Design mem_arbiter_unit_flat, sky130hd; sources not shown.
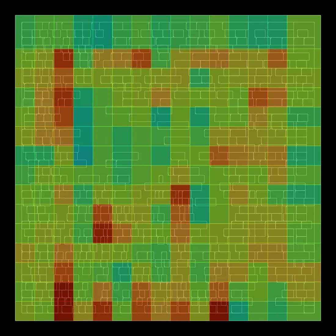
**Above:** run 1 (congestion heat map).
fin util: 63.58%
global-route met3 utilization: 8.258%
GRT met2 Usage: 33.93%

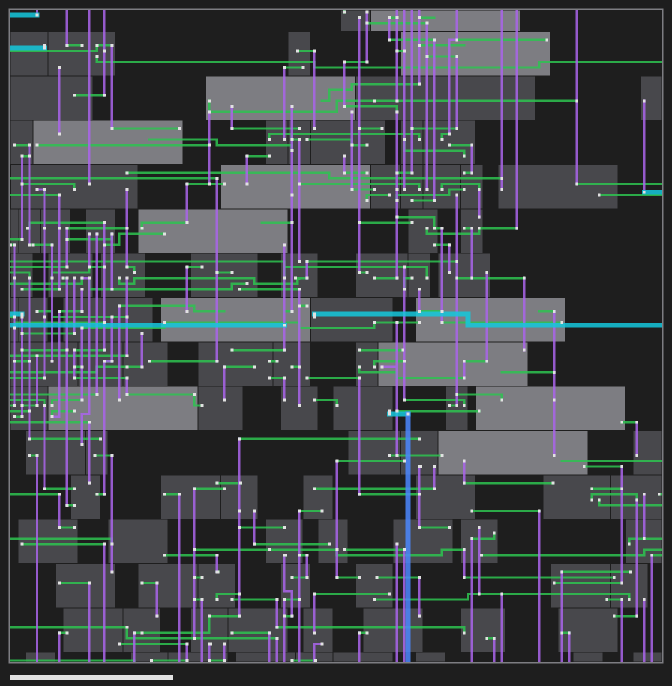
**Above:** run 1 (layout detail).
Bar = 10 µm. Region (34, 13) to (74, 53) µm. Cells in gray, sequential cells in the stronger gray; small squares are vias.
[met1] green
[met4] blue
[met2] purple
[met3] cyan
cells with their middle in the window: 87
most frequent: clkdlybuf4s50_1 (15), dfrtp_1 (11), nor2_1 (9)
sequential cells in the window: 11

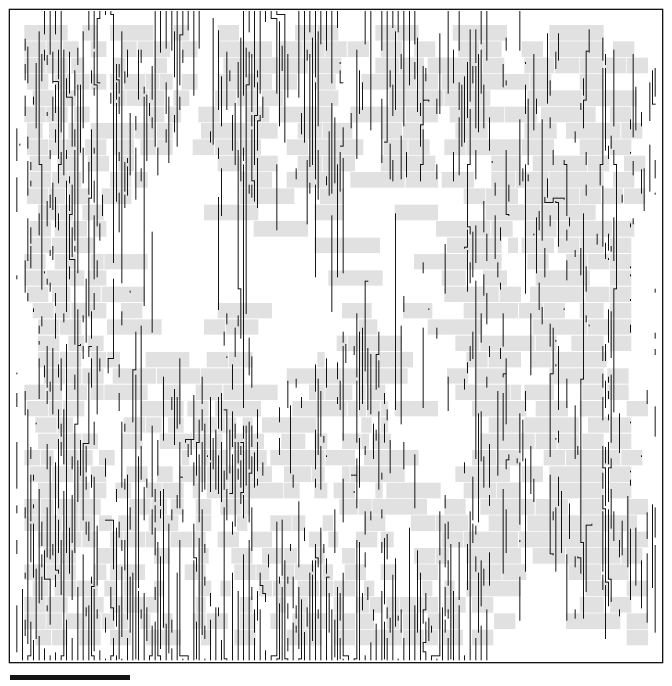
**Above:** run 1 (signal wires on met2).
Bar = 20 µm.
share of all routed wire: 49%
wire length on this layer: 5990 µm
longest straight run: 47.3 µm
main direction: vertical
nets with wire on the layer: 649
DR vias: 3504
Detailed Route WL: 12.16 mm

==> impl_summary.log, run 1 <==
[metrics] run summary
INFO  metric seq_share = 27.11%
INFO  metric synth_adder_area_share = 1.636%
INFO  metric final_max_slew_viol_count = 0
INFO  metric mi_logic_area = 0.001827 mm²
INFO  metric share_comb_of_total_power = 62.6%
INFO  metric highest-signal-layer = met4
INFO  metric grt_pass1_wl = 18.36 mm
INFO  metric hold-worst-slack = 0.4654 ns
INFO  metric final.setup.tns = 0 ns
INFO  metric average_cell_area_after_synthesis = 12.29 µm²
INFO  metric tool_warnings = 30
INFO  metric grt_setup_unrepaired = yes
INFO  metric num-nets-final = 718
INFO  metric num_tap_cells = 140
INFO  metric min_path_cells = 1
INFO  metric track_usage = 20.38%
INFO  metric muxShareOfSynthArea = 22.09%
INFO  metric total_of_warnings_raised_by_yosys = 0
INFO  metric lay_top_count = clkdlybuf4s50_1
INFO  metric wp_data_arrival = 1.97 ns
INFO  metric pg_seq = 2.07 mW
INFO  metric synthToLayoutAreaGrowth = 78.66%
INFO  metric powerClk = 1.09 mW
INFO  metric detailedPlacementHpwl = 9.337 mm
INFO  metric htree_levels = 3
INFO  metric cpLargestDelayFamily = simple AND/OR/NAND/NOR gates
INFO  metric synth-async-reset-ratio = 100.0%
INFO  metric number_of_standard_cell_rows_in_the_floorplan = 38
INFO  metric setup.worst_path.start_class = register
INFO  metric design.portCount = 268
INFO  metric final.signal_inverter_count = 5
INFO  metric fin_area = 0.006832 mm²
INFO  metric grt-ovfl-total = 0
INFO  metric critical_path_depth = 7
INFO  metric io_buffer_count = 267
INFO  metric grt_max_degree = 75
INFO  metric seq_power_share = 24.5%
INFO  metric non_clock_buffers_area_share = 40.15%
INFO  metric ys.flop_type = dfrtp_1
INFO  metric crit_path_cell_trace = inv_1 > ha_1 > and2_2 > buf_12 > a22oi_1 > nor2b_2 > buf_12
INFO  metric report.final.setup_viol = 0
INFO  metric synth_sequential_area_ratio = 48.43%
INFO  metric design.die.area = 0.01178 mm²
INFO  metric ys_cells = 311
INFO  metric met3RoutedLength = 1.172 mm
INFO  metric cpMostUsedCell = buf_12
INFO  metric nonClockBufferCount = 281
INFO  metric switching_share = 41.85%
INFO  metric nFlopsAndLatches = 74
INFO  metric transition_time_at_the_pin_with_the_least_slew_margin = 0.8943 ns
INFO  metric core-area = 0.01075 mm²
INFO  metric initial_utilization = 35.58%
INFO  metric grt_pass1_vias = 3601
INFO  metric routed_metal_1_wirelength = 4.652 mm
INFO  metric hold_removal_path_class = reg -> reg
INFO  metric top_area_cell_class = buffers
INFO  metric place_area = 0.006646 mm²
INFO  metric die_height = 108.5 µm
INFO  metric crit_fanout = 32
INFO  metric post_cts.repair.setup_buffers = 0
INFO  metric synth_chip_area = 0.003824 mm²
INFO  metric synth_compound_gate_area_share = 7.755%
INFO  metric placer_congestion = 0.7877
INFO  metric timing_worst_setup_path_type = reg -> out
INFO  metric chipWidth = 108.5 µm
INFO  metric ys_top_cells_by_area = dfrtp_1 48%, mux2_4 12%, mux2_2 10%, a22oi_1 6.3%, nor2b_1 5.4%
INFO  metric status = complete, no violations
INFO  metric met2RoutedLength = 5.991 mm
==> run 1 -> run 2 <==
--- a/config.mk
+++ b/config.mk
@@ -8,6 +8,7 @@
 export CORE_MARGIN = 2
 export CORE_UTILIZATION = 35
 export DETAILED_ROUTE_END_ITERATION = 12
+export GPL_ROUTABILITY_DRIVEN = 0
 export HOLD_SLACK_MARGIN = 0.06
 export PLACE_DENSITY_LB_ADDON = 0.25
 export SYNTH_ARGS = -nofsm -noshare
==> run 2 against run 1 <==
Net effect:
- cell count unchanged
- design area unchanged
- clock power barely moved
- hold slack stayed put
- count of clock-buffer cells in the layout stayed put
- sequential share of layout area did not move
==> impl_summary.log, run 2 <==
[metrics] run summary
INFO  metric status = complete, no violations (unchanged)
INFO  metric synth_sequential_area_ratio = 48.43% (unchanged)
INFO  metric ys_types = 32 (unchanged)
INFO  metric totalWireLength = 12.16 mm (unchanged)
INFO  metric netlist_area = 0.003824 mm² (unchanged)
INFO  metric average_cell_area_after_synthesis = 12.29 µm² (unchanged)
INFO  metric numCtsBuffers = 9 (unchanged)
INFO  metric finish.utilization = 63.58% (unchanged)
INFO  metric timing_worst_setup_path_type = reg -> out (unchanged)
INFO  metric top_area_cell_class = buffers (unchanged)
INFO  metric drive_gt1_share = 28.87% (unchanged)
INFO  metric nFlopsAndLatches = 74 (unchanged)
INFO  metric grt_max_degree = 75 (unchanged)
INFO  metric place.detailed.instances = 702 (unchanged)
INFO  metric num_tap_cells = 140 (unchanged)
INFO  metric maxClockFrequency = 453.9 MHz (unchanged)
INFO  metric cts-root-to-sink-buffers = 2 (unchanged)
INFO  metric min_period_over_period = 95.79% (unchanged)
INFO  metric fin_area = 0.006832 mm² (unchanged)
INFO  metric tool_warnings = 30 (unchanged)
INFO  metric synth_chip_area = 0.003824 mm² (unchanged)
INFO  metric final_max_slew_viol_count = 0 (unchanged)
INFO  metric grt_pass1_vias = 3601 (unchanged)
INFO  metric hold-worst-slack = 0.4654 ns (unchanged)
INFO  metric vdd_ir_drop_max = 843.1 µV (unchanged)
INFO  metric synthSimpleGateAreaFrac = 14.82% (unchanged)
INFO  metric p_total = 8.456 mW (unchanged)
INFO  metric flop_area = 0.001852 mm² (unchanged)
INFO  metric setup.worst_path.start_class = register (unchanged)
INFO  metric final.signal_inverter_count = 5 (unchanged)
INFO  metric pg_seq = 2.07 mW (about the same)
INFO  metric num-nets-final = 718 (unchanged)
INFO  metric yosys.area_share.xor_xnor = 0.9162% (unchanged)
INFO  metric internal_power = 4.917 mW (unchanged)
INFO  metric layout.cells.non_filler = 722 (unchanged)
INFO  metric place_area = 0.006646 mm² (unchanged)
INFO  metric synth-edff-count = 0 (unchanged)
INFO  metric firstDrtPassIters = 4 (unchanged)
INFO  metric final_layout_top_logic_cells = 200 x clkdlybuf4s50_1, 74 x dfrtp_1, 42 x buf_4 (unchanged)
INFO  metric yosys-top-cells-count = 74 x dfrtp_1, 34 x mux2_2, 33 x nor2b_1 (unchanged)
INFO  metric total_of_warnings_raised_by_yosys = 0 (unchanged)
INFO  metric non_clock_buffers_area_share = 40.15% (unchanged)
INFO  metric cts.reportedPaths.clkPinSlew = 0.07 ns (about the same)
INFO  metric grt_setup_unrepaired = yes (unchanged)
INFO  metric critical_path.slowest_cell = dfrtp_1 (unchanged)
INFO  metric cpMostUsedCell = buf_12 (unchanged)
INFO  metric mi_logic_area = 0.001827 mm² (unchanged)
INFO  metric grt_pass1_wl = 18.36 mm (unchanged)
INFO  metric worst_setup_path_end_kind = primary output (unchanged)
INFO  metric clock_area_share = 3.168% (unchanged)
INFO  metric post_drt_via_cell_ratio = 4.853 (unchanged)
INFO  metric synth-async-reset-ratio = 100.0% (unchanged)
INFO  metric design.die.area = 0.01178 mm² (unchanged)
INFO  metric cpLargestDelayFamily = simple AND/OR/NAND/NOR gates (unchanged)
INFO  metric core-area = 0.01075 mm² (unchanged)
INFO  metric nonClockBufferCount = 281 (unchanged)
INFO  metric root_buffer = clkbuf_8 (unchanged)
INFO  metric crit_path_cell_trace = inv_1 > ha_1 > and2_2 > buf_12 > a22oi_1 > nor2b_2 > buf_12 (unchanged)
INFO  metric crit_fanout = 32 (unchanged)
INFO  metric share_comb_of_total_power = 62.6% (about the same)
INFO  metric hold_removal_path_class = reg -> reg (unchanged)
INFO  metric muxShareOfSynthArea = 22.09% (unchanged)
INFO  metric final.setup.tns = 0 ns (unchanged)
INFO  metric routed_metal_1_wirelength = 4.652 mm (unchanged)
INFO  metric cpPeakStageDelay = 0.41 ns (about the same)
INFO  metric chipWidth = 108.5 µm (unchanged)
INFO  metric vias = 3504 (unchanged)
INFO  metric ys_top_cells_by_area = dfrtp_1 48%, mux2_4 12%, mux2_2 10%, a22oi_1 6.3%, nor2b_1 5.4% (unchanged)
INFO  metric die_height = 108.5 µm (unchanged)
INFO  metric htree_levels = 3 (unchanged)
INFO  metric seq_share = 27.11% (unchanged)
INFO  metric ys_cells = 311 (unchanged)
INFO  metric synthToLayoutAreaGrowth = 78.66% (unchanged)
INFO  metric number_of_standard_cell_rows_in_the_floorplan = 38 (unchanged)
INFO  metric cap_violations = 0 (unchanged)
INFO  metric switching_share = 41.85% (unchanged)
INFO  metric setup_ws = 0.09674 ns (unchanged)
INFO  metric met3RoutedLength = 1.172 mm (unchanged)
INFO  metric global_route_met3_utilization = 8.258% (unchanged)
INFO  metric antenna_found_initial = 0 (unchanged)
INFO  metric numClockSinks = 74 (unchanged)
INFO  metric largest_area_cell = dfrtp_1 (unchanged)
INFO  metric io_buffer_count = 267 (unchanged)
INFO  metric post_cts.repair.setup_buffers = 0 (unchanged)
INFO  metric powerDensity = 1238 mW/mm² (unchanged)
INFO  metric sw_power = 3.539 mW (unchanged)
INFO  metric critPathRequiredTime = 2.07 ns (about the same)
INFO  metric met2RoutedLength = 5.991 mm (unchanged)
INFO  metric multi_input_comb_cells = 207 (unchanged)
INFO  metric period_needed = 2.203 ns (unchanged)
INFO  metric wp_data_arrival = 1.97 ns (about the same)
INFO  metric route.antenna.remaining_nets = 0 (unchanged)
INFO  metric transition_time_at_the_pin_with_the_least_slew_margin = 0.8943 ns (unchanged)
INFO  metric report.final.setup_viol = 0 (unchanged)
INFO  metric seq_power_share = 24.5% (about the same)
INFO  metric cts_tree = yes (unchanged)
INFO  metric netlist.area_leader.share = 48.43% (unchanged)
INFO  metric comb_area_share = 26.74% (unchanged)
INFO  metric synth_adder_area_share = 1.636% (unchanged)
INFO  metric synth_compound_gate_area_share = 7.755% (unchanged)
INFO  metric powerClk = 1.09 mW (about the same)
INFO  metric highest-signal-layer = met4 (unchanged)
INFO  metric met2_usage = 33.93% (unchanged)
INFO  metric hold_violations = 0 (unchanged)
INFO  metric critical_path_depth = 7 (unchanged)
INFO  metric post_cts.resized_instances = 28 (unchanged)
INFO  metric design.portCount = 268 (unchanged)
INFO  metric lay_top_count = clkdlybuf4s50_1 (unchanged)
INFO  metric detail_route.drc_violations = 0 (unchanged)
INFO  metric ys.flop_type = dfrtp_1 (unchanged)
INFO  metric n_fill_cell = 879 (unchanged)
INFO  metric top_power_group = combinational cells (unchanged)
INFO  metric min_path_cells = 1 (unchanged)
INFO  metric grt-ovfl-total = 0 (unchanged)
INFO  metric initial_utilization = 35.58% (unchanged)
INFO  metric detailedPlacementHpwl = 9.337 mm (unchanged)
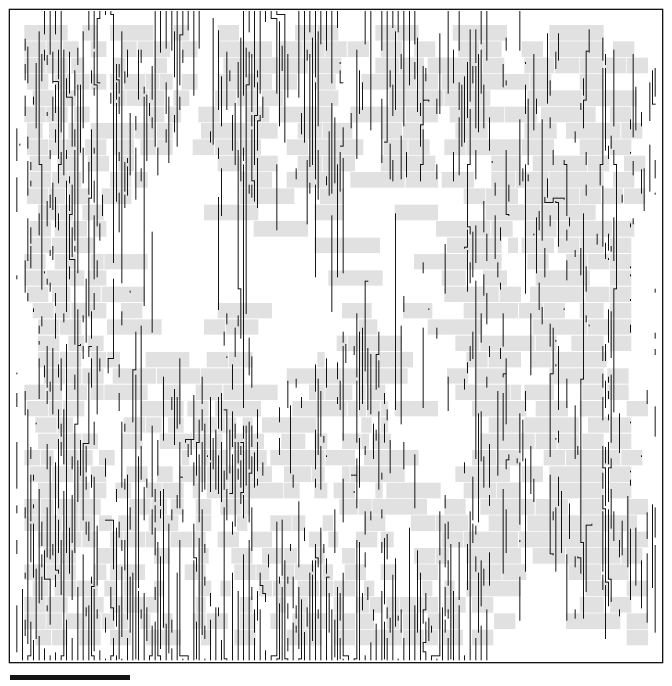
**Above:** run 2 (signal wires on met2).
Bar = 20 µm.

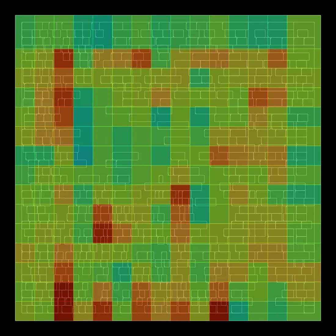
**Above:** run 2 (congestion heat map).
fraction of met1 tracks used by global routing: 23.19%
average routed wire per standard cell: 16.84 µm
gr busiest metal: met2
Total Routing Usage GR: 20.38%

Power is estimated from default activity; no workload was simulated.
